**config.mk**
```make
export PLATFORM = sky130hd
export DESIGN_NAME = fsm_stim_gen
export DESIGN_NICKNAME = d
export VERILOG_FILES = /design/src/rtl/fsm_stim_gen.sv
export SDC_FILE = /design/constraint.sdc
export NUM_CORES = 1
export LEC_CHECK = 0
export CAP_MARGIN = 25
export CORE_MARGIN = 2
export CORE_UTILIZATION = 25
export DETAILED_ROUTE_END_ITERATION = 8
export GPL_TIMING_DRIVEN = 0
export PLACE_DENSITY_LB_ADDON = 0.25
export SLEW_MARGIN = 30
export SYNTH_ARGS = -nofsm -noshare
export SYNTH_HDL_FRONTEND = slang
export SYNTH_SLANG_ARGS = --single-unit
```
**constraint.sdc**
```tcl
create_clock -name Clock -period 3.95 [get_ports Clock]
set_clock_uncertainty 0.2 [all_clocks]
set_input_delay 0.79 -clock Clock [delete_from_list [all_inputs] [get_ports Clock]]
set_output_delay 0.79 -clock Clock [all_outputs]
set_load 0.01 [all_outputs]
```
**src/rtl/fsm_stim_gen.sv**
```systemverilog
// ---------------------------------------------------------------------------
// fsm_stim_gen
//   Drives the one-wire A line through rise/fall/rise/fall and checks the
//   detector's F/G responses. The dwell per phase and the number of
//   sequences in a burst are latched per request. Completion is reported
//   with Done, and failures with a sticky Err.
//
// Ports
//   Clock      in   single clock, posedge
//   Reset      in   synchronous, active-low
//   Start_req  in   request pulse, only looked at in IDLE
//   Hold       in   [CNT_W]   phase dwell in cycles (0 behaves as 1)
//   Burst      in   [BURST_W] sequences per request (0 behaves as 1)
//   F_in       in   detector F output
//   G_in       in   detector G output
//   A          out  registered drive line to the detector
//   Busy       out  high from the accept edge through the Done cycle
//   Done       out  one-cycle end-of-request pulse
//   Err        out  sticky error, cleared on the next accept
//   Pass_cnt   out  [BURST_W] good sequences in the current/last request
//   Dbg_state  out  [3] current FSM state, for observation only
//
// Request handshake: a request is taken on any posedge where the FSM is
// idle (Busy=0) and Start_req=1. Hold and Burst are captured on that edge.
// While Busy=1, Start_req is ignored, and that includes the Done cycle.
// The earliest new request is the first idle cycle after Done.
// ---------------------------------------------------------------------------
module fsm_stim_gen #(
    parameter int CNT_W   = 8,
    parameter int BURST_W = 4,
    parameter int TMO     = 16
) (
    input  logic               Clock,
    input  logic               Reset,
    input  logic               Start_req,
    input  logic [CNT_W-1:0]   Hold,
    input  logic [BURST_W-1:0] Burst,
    input  logic               F_in,
    input  logic               G_in,
    output logic               A,
    output logic               Busy,
    output logic               Done,
    output logic               Err,
    output logic [BURST_W-1:0] Pass_cnt,
    output logic [2:0]         Dbg_state
);

    localparam int TMO_W = $clog2(TMO + 1);

    typedef enum logic [2:0] {
        S_IDLE   = 3'd0,
        S_RISE1  = 3'd1,
        S_FALL1  = 3'd2,
        S_RISE2  = 3'd3,
        S_FALL2  = 3'd4,
        S_FINISH = 3'd5
    } state_t;

    state_t             state, state_n;
    logic [CNT_W-1:0]   len;      // effective phase length, never 0
    logic [CNT_W-1:0]   dwell;    // cycles already spent in the current phase
    logic [BURST_W-1:0] rem;      // passes still to run, including the current one
    logic [TMO_W-1:0]   tmo_cnt;
    logic               f_seen;
    logic               g_prev;

    logic accept;
    logic phase_end;
    logic g_rise;
    logic tmo_hit;

    // Next-state logic and event decode
    always_comb begin
        state_n   = state;
        accept    = 1'b0;
        phase_end = (dwell == (len - CNT_W'(1)));
        g_rise    = G_in & ~g_prev;
        tmo_hit   = (tmo_cnt == TMO_W'(TMO - 1));

        case (state)
            S_IDLE: begin
                if (Start_req) begin
                    accept  = 1'b1;
                    state_n = S_RISE1;
                end
            end
            S_RISE1:  if (phase_end) state_n = S_FALL1;
            S_FALL1:  if (phase_end) state_n = S_RISE2;
            S_RISE2:  if (phase_end) state_n = S_FALL2;
            S_FALL2: begin
                // A G edge takes priority over a timeout that lands on the same edge.
                if (g_rise) begin
                    if (f_seen && (rem > BURST_W'(1))) state_n = S_RISE1;
                    else                               state_n = S_FINISH;
                end else if (tmo_hit) begin
                    state_n = S_FINISH;
                end
            end
            S_FINISH: state_n = S_IDLE;
            default:  state_n = S_IDLE;
        endcase
    end

    // State register and datapath
    always_ff @(posedge Clock) begin
        if (!Reset) begin
            state    <= S_IDLE;
            A        <= 1'b0;
            Err      <= 1'b0;
            Pass_cnt <= '0;
            f_seen   <= 1'b0;
            g_prev   <= 1'b0;
            dwell    <= '0;
            tmo_cnt  <= '0;
            len      <= CNT_W'(1);
            rem      <= '0;
        end else begin
            state  <= state_n;
            g_prev <= G_in;
            // A follows the state being entered, so it is aligned with the state register.
            A      <= (state_n == S_RISE1) || (state_n == S_RISE2);

            // The dwell count restarts whenever a phase changes, including FALL2 -> RISE1.
            if (state_n != state) dwell <= '0;
            else if (state != S_IDLE) dwell <= dwell + CNT_W'(1);

            if ((state == S_FALL2) && (state_n == S_FALL2)) tmo_cnt <= tmo_cnt + TMO_W'(1);
            else                                            tmo_cnt <= '0;

            if ((state == S_FALL1) && (state_n == S_RISE2))
                f_seen <= 1'b0;
            else if (((state == S_RISE2) || (state == S_FALL2)) && F_in)
                f_seen <= 1'b1;

            if (accept) begin
                len      <= (Hold == '0) ? CNT_W'(1) : Hold;
                rem      <= (Burst == '0) ? BURST_W'(1) : Burst;
                Err      <= 1'b0;
                Pass_cnt <= '0;
            end

            if (state == S_FALL2) begin
                if (g_rise && f_seen) begin
                    if (Pass_cnt != '1) Pass_cnt <= Pass_cnt + BURST_W'(1);
                    rem <= rem - BURST_W'(1);
                end
                if ((g_rise && !f_seen) || (!g_rise && tmo_hit)) Err <= 1'b1;
            end
        end
    end

    assign Busy      = (state != S_IDLE);
    assign Done      = (state == S_FINISH);
    assign Dbg_state = state;

endmodule

```
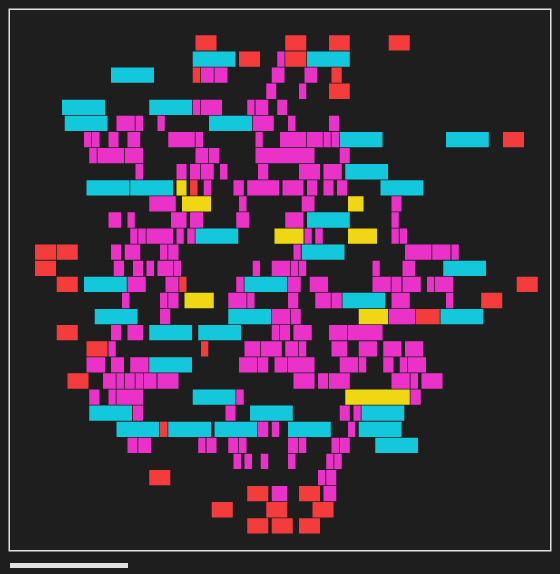
Fig. 1. Cell classes on the final placement.
Bar = 20 um.
| colour | class | cells |
|---|---|---|
| cyan | sequential cells | 36 |
| red | remaining buffers and delay cells | 33 |
| magenta | combinational and other logic | 186 |
| yellow | clock drivers and dummy loads | 8 |
fraction of area in registers: 30.05%
Placement Rows: 31
core region area: 7331 um2

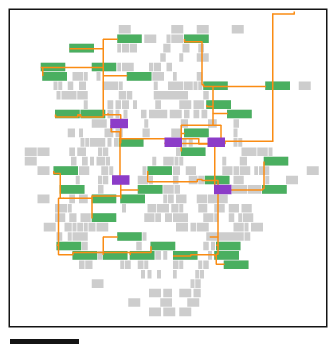
Fig. 2. Clock distribution.
Bar = 20 um.
[green] flip-flops | count: 36
[purple] clock drivers | count: 5
[orange] clock wires | length: 504 um
routed clock nets: 6
later-pin clock latency in the skew report: 0.29 ns
clk pwr: 322 uW

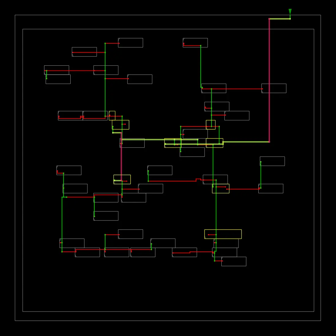
Fig. 3. Clock nets.
Layout clock buffers: 5
number of flip-flops and latches: 36
Sink Count: 36

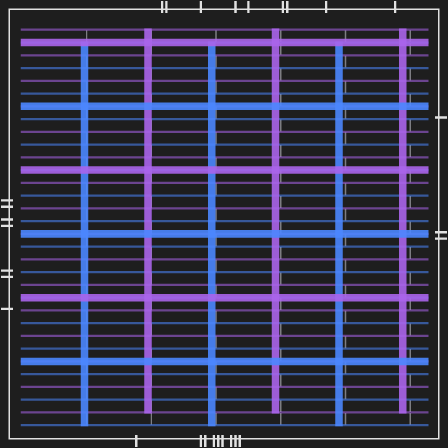
Fig. 4. Power grid.
Pins as bars on the die edge. Tap cells in grey.
| colour | net |
|---|---|
| blue | VSS |
| purple | VDD |
met5 straps: 6
tap cells: 99
y dimension of the die: 91.25 um
horizontal extent of the die: 91.25 um
peak ir drop on the vdd network: 0.0001135 V

==> flow_metrics.tcl <==
# collected from the flow reports
set metrics [dict create \
    result_of_the_run "complete, no violations" \
    comb_cells 172 \
    yosys-stat-cells 229 \
    detailedRoute.firstIterationViolations 87 \
    crit_path_max_delay_family "buffers and inverters" \
    top_area_share_pct 37.87 \
    dominantRegCellSynth "sky130_fd_sc_hd__dfxtp_1" \
    yosys-dominant-comb-family "simple AND/OR/NAND/NOR gates" \
    floorplan.die_area_um2 8327 \
    register_area_um2 720.7 \
    number_of_global_route_vias_before_repair 1576 \
    synth_top_cell_by_count "sky130_fd_sc_hd__dfxtp_1" \
    combinationalPower_uw 199 \
    clock_tree_area_fraction_pct 4.643 \
    worstReg2RegEnd "dwell[7]$_SDFFE_PP0P_" \
    synth.yosys.chip_area_um2 1903 \
    cp.depth 4 \
    final_period_minus_worst_setup_slack_ns 2.863 \
    groute.usage.overall_pct 10.77 \
    fin_tns_setup_ns 0 \
    cts.repair.resized 0 \
    slowest_delay_ns 0.50 \
    most-common-layout-cells "sky130_fd_sc_hd__dfxtp_1, sky130_fd_sc_hd__nand2_1, sky130_fd_sc_hd__clkdlybuf4s50_1" \
    power.sequential.fraction_pct 43.9 \
    cts_setup_buffers 0 \
    edf_count 0 \
    finalSetupViolCount 0 \
    yosys_warnings 0 \
    floorplan.initialDensity_pct 25.96 \
    inv_count 14 \
    switching_share_pct 29.21 \
    ys_sh_adder_pct 4.602 \
    placedInstanceArea_um2 2287 \
    power_switching_uw 271.5 \
    dominant-cell-class "multi-input combinational cells" \
    ant_nets 0 \
    seq_area_frac_synth_pct 37.87 \
    met1_grt_util_pct 13.64 \
    number_of_max_cap_violations 0 \
    p_total_uw 929.5 \
    setup.worst_path.class "reg2out" \
    layout.buffer.nonclock.area_share_pct 12.31 \
    post-dp-hpwl_mm 3.279 \
    syn_to_final_growth_pct 26.04 \
    root_buffer "sky130_fd_sc_hd__clkbuf_8" \
    final_critical_path_setup_slack_ns 1.087 \
    grtUsageMet3_pct 2.573 \
    internal-power_uw 657.9 \
    n_fill_cell 765 \
    power.clock.fraction_pct 34.6 \
    final_hold_fails 0 \
    avgRoutedWirePerCell_um 12.00 \
    worstMarginPinSlew_ns 0.5113 \
    syn_avg_cell_area_um2 8.310 \
    drive_above_1_share_pct 8.365 \
    crit_path_end "Busy" \
    tritoncts_clock_tree "yes" \
    synth_top_cell_by_area "sky130_fd_sc_hd__dfxtp_1" \
    ys.flops 36 \
    clk_pin_slew_worst_paths_ns 0.07 \
    dpl.cell_count 354 \
    post_synth_main_area_contributors "sky130_fd_sc_hd__dfxtp_1, sky130_fd_sc_hd__nand2_1, sky130_fd_sc_hd__xor2_1, sky130_fd_sc_hd__nor2_1, sky130_fd_sc_hd__ha_1" \
    clock_path_buffers 2 \
    hold_ws_ns 0.2613 \
    comb-cell-share_pct 45.64 \
    grt_most_used_layer "met2" \
    wl_met1_mm 2.101 \
    startpoint_type "register" \
    maximum_fanout_along_the_worst_path 10 \
    routing_usage_on_met2_pct 17.84 \
    floorplan.io_pins 28 \
    ys_top_cells_by_count "sky130_fd_sc_hd__dfxtp_1, sky130_fd_sc_hd__nand2_1, sky130_fd_sc_hd__nor2_1" \
    muxShareOfSynthArea_pct 1.578 \
    timing.critical_path.required_ns 2.96 \
    launching_instance_or_port_of_the_critical_path "Dbg_state[2]$_SDFF_PN0_" \
    mi_logic_area_um2 1095 \
    netlist-cell-type-count 46 \
    routed-via-count 1687 \
    worstPathArrival_ns 1.87 \
    fin_area_um2 2399 \
    wl_met2_mm 2.042 \
    synth-simple-area-share_pct 27.02 \
    tap_cells 99 \
    power_sequential_uw 408 \
    bufs_and_invs_on_worst_path 3 \
    reg2reg_start "len[0]$_SDFFE_PN1P_" \
    achievable-frequency_mhz 349.3 \
    top_signal_layer_used "met4" \
    hold_path_startpoint "tmo_cnt[0]$_SDFF_PN0_" \
    syn_area_um2 1903 \
    crit_path_top_delay_cell "sky130_fd_sc_hd__clkdlybuf4s50_1" \
    slew_headroom_pct 65.65 \
    rsz0062_at_grt "no" \
    grt_total_ovfl 0 \
    vias_per_cell 4.660 \
    crit_path_cell_trace "buf_2, nor3_1, inv_2, clkdlybuf4s50_1" \
    worst-r2r-cell-count 9 \
    final_common_cell "sky130_fd_sc_hd__dfxtp_1" \
    r2r_setup_slack_ns 1.39 \
    grt_max_degree 13 \
    detail_route.first_pass.iterations 4 \
    top_power_group "registers" \
    top_regs "dwell (8), len (8), tmo_cnt (5)" \
    post_cts_hold_buffers 0 \
    final_core_utilization_pct 32.72 \
    preCtsSetupSlack_ns 1.053 \
]
No activity file was given, so power comes from the tool's default toggle rates.
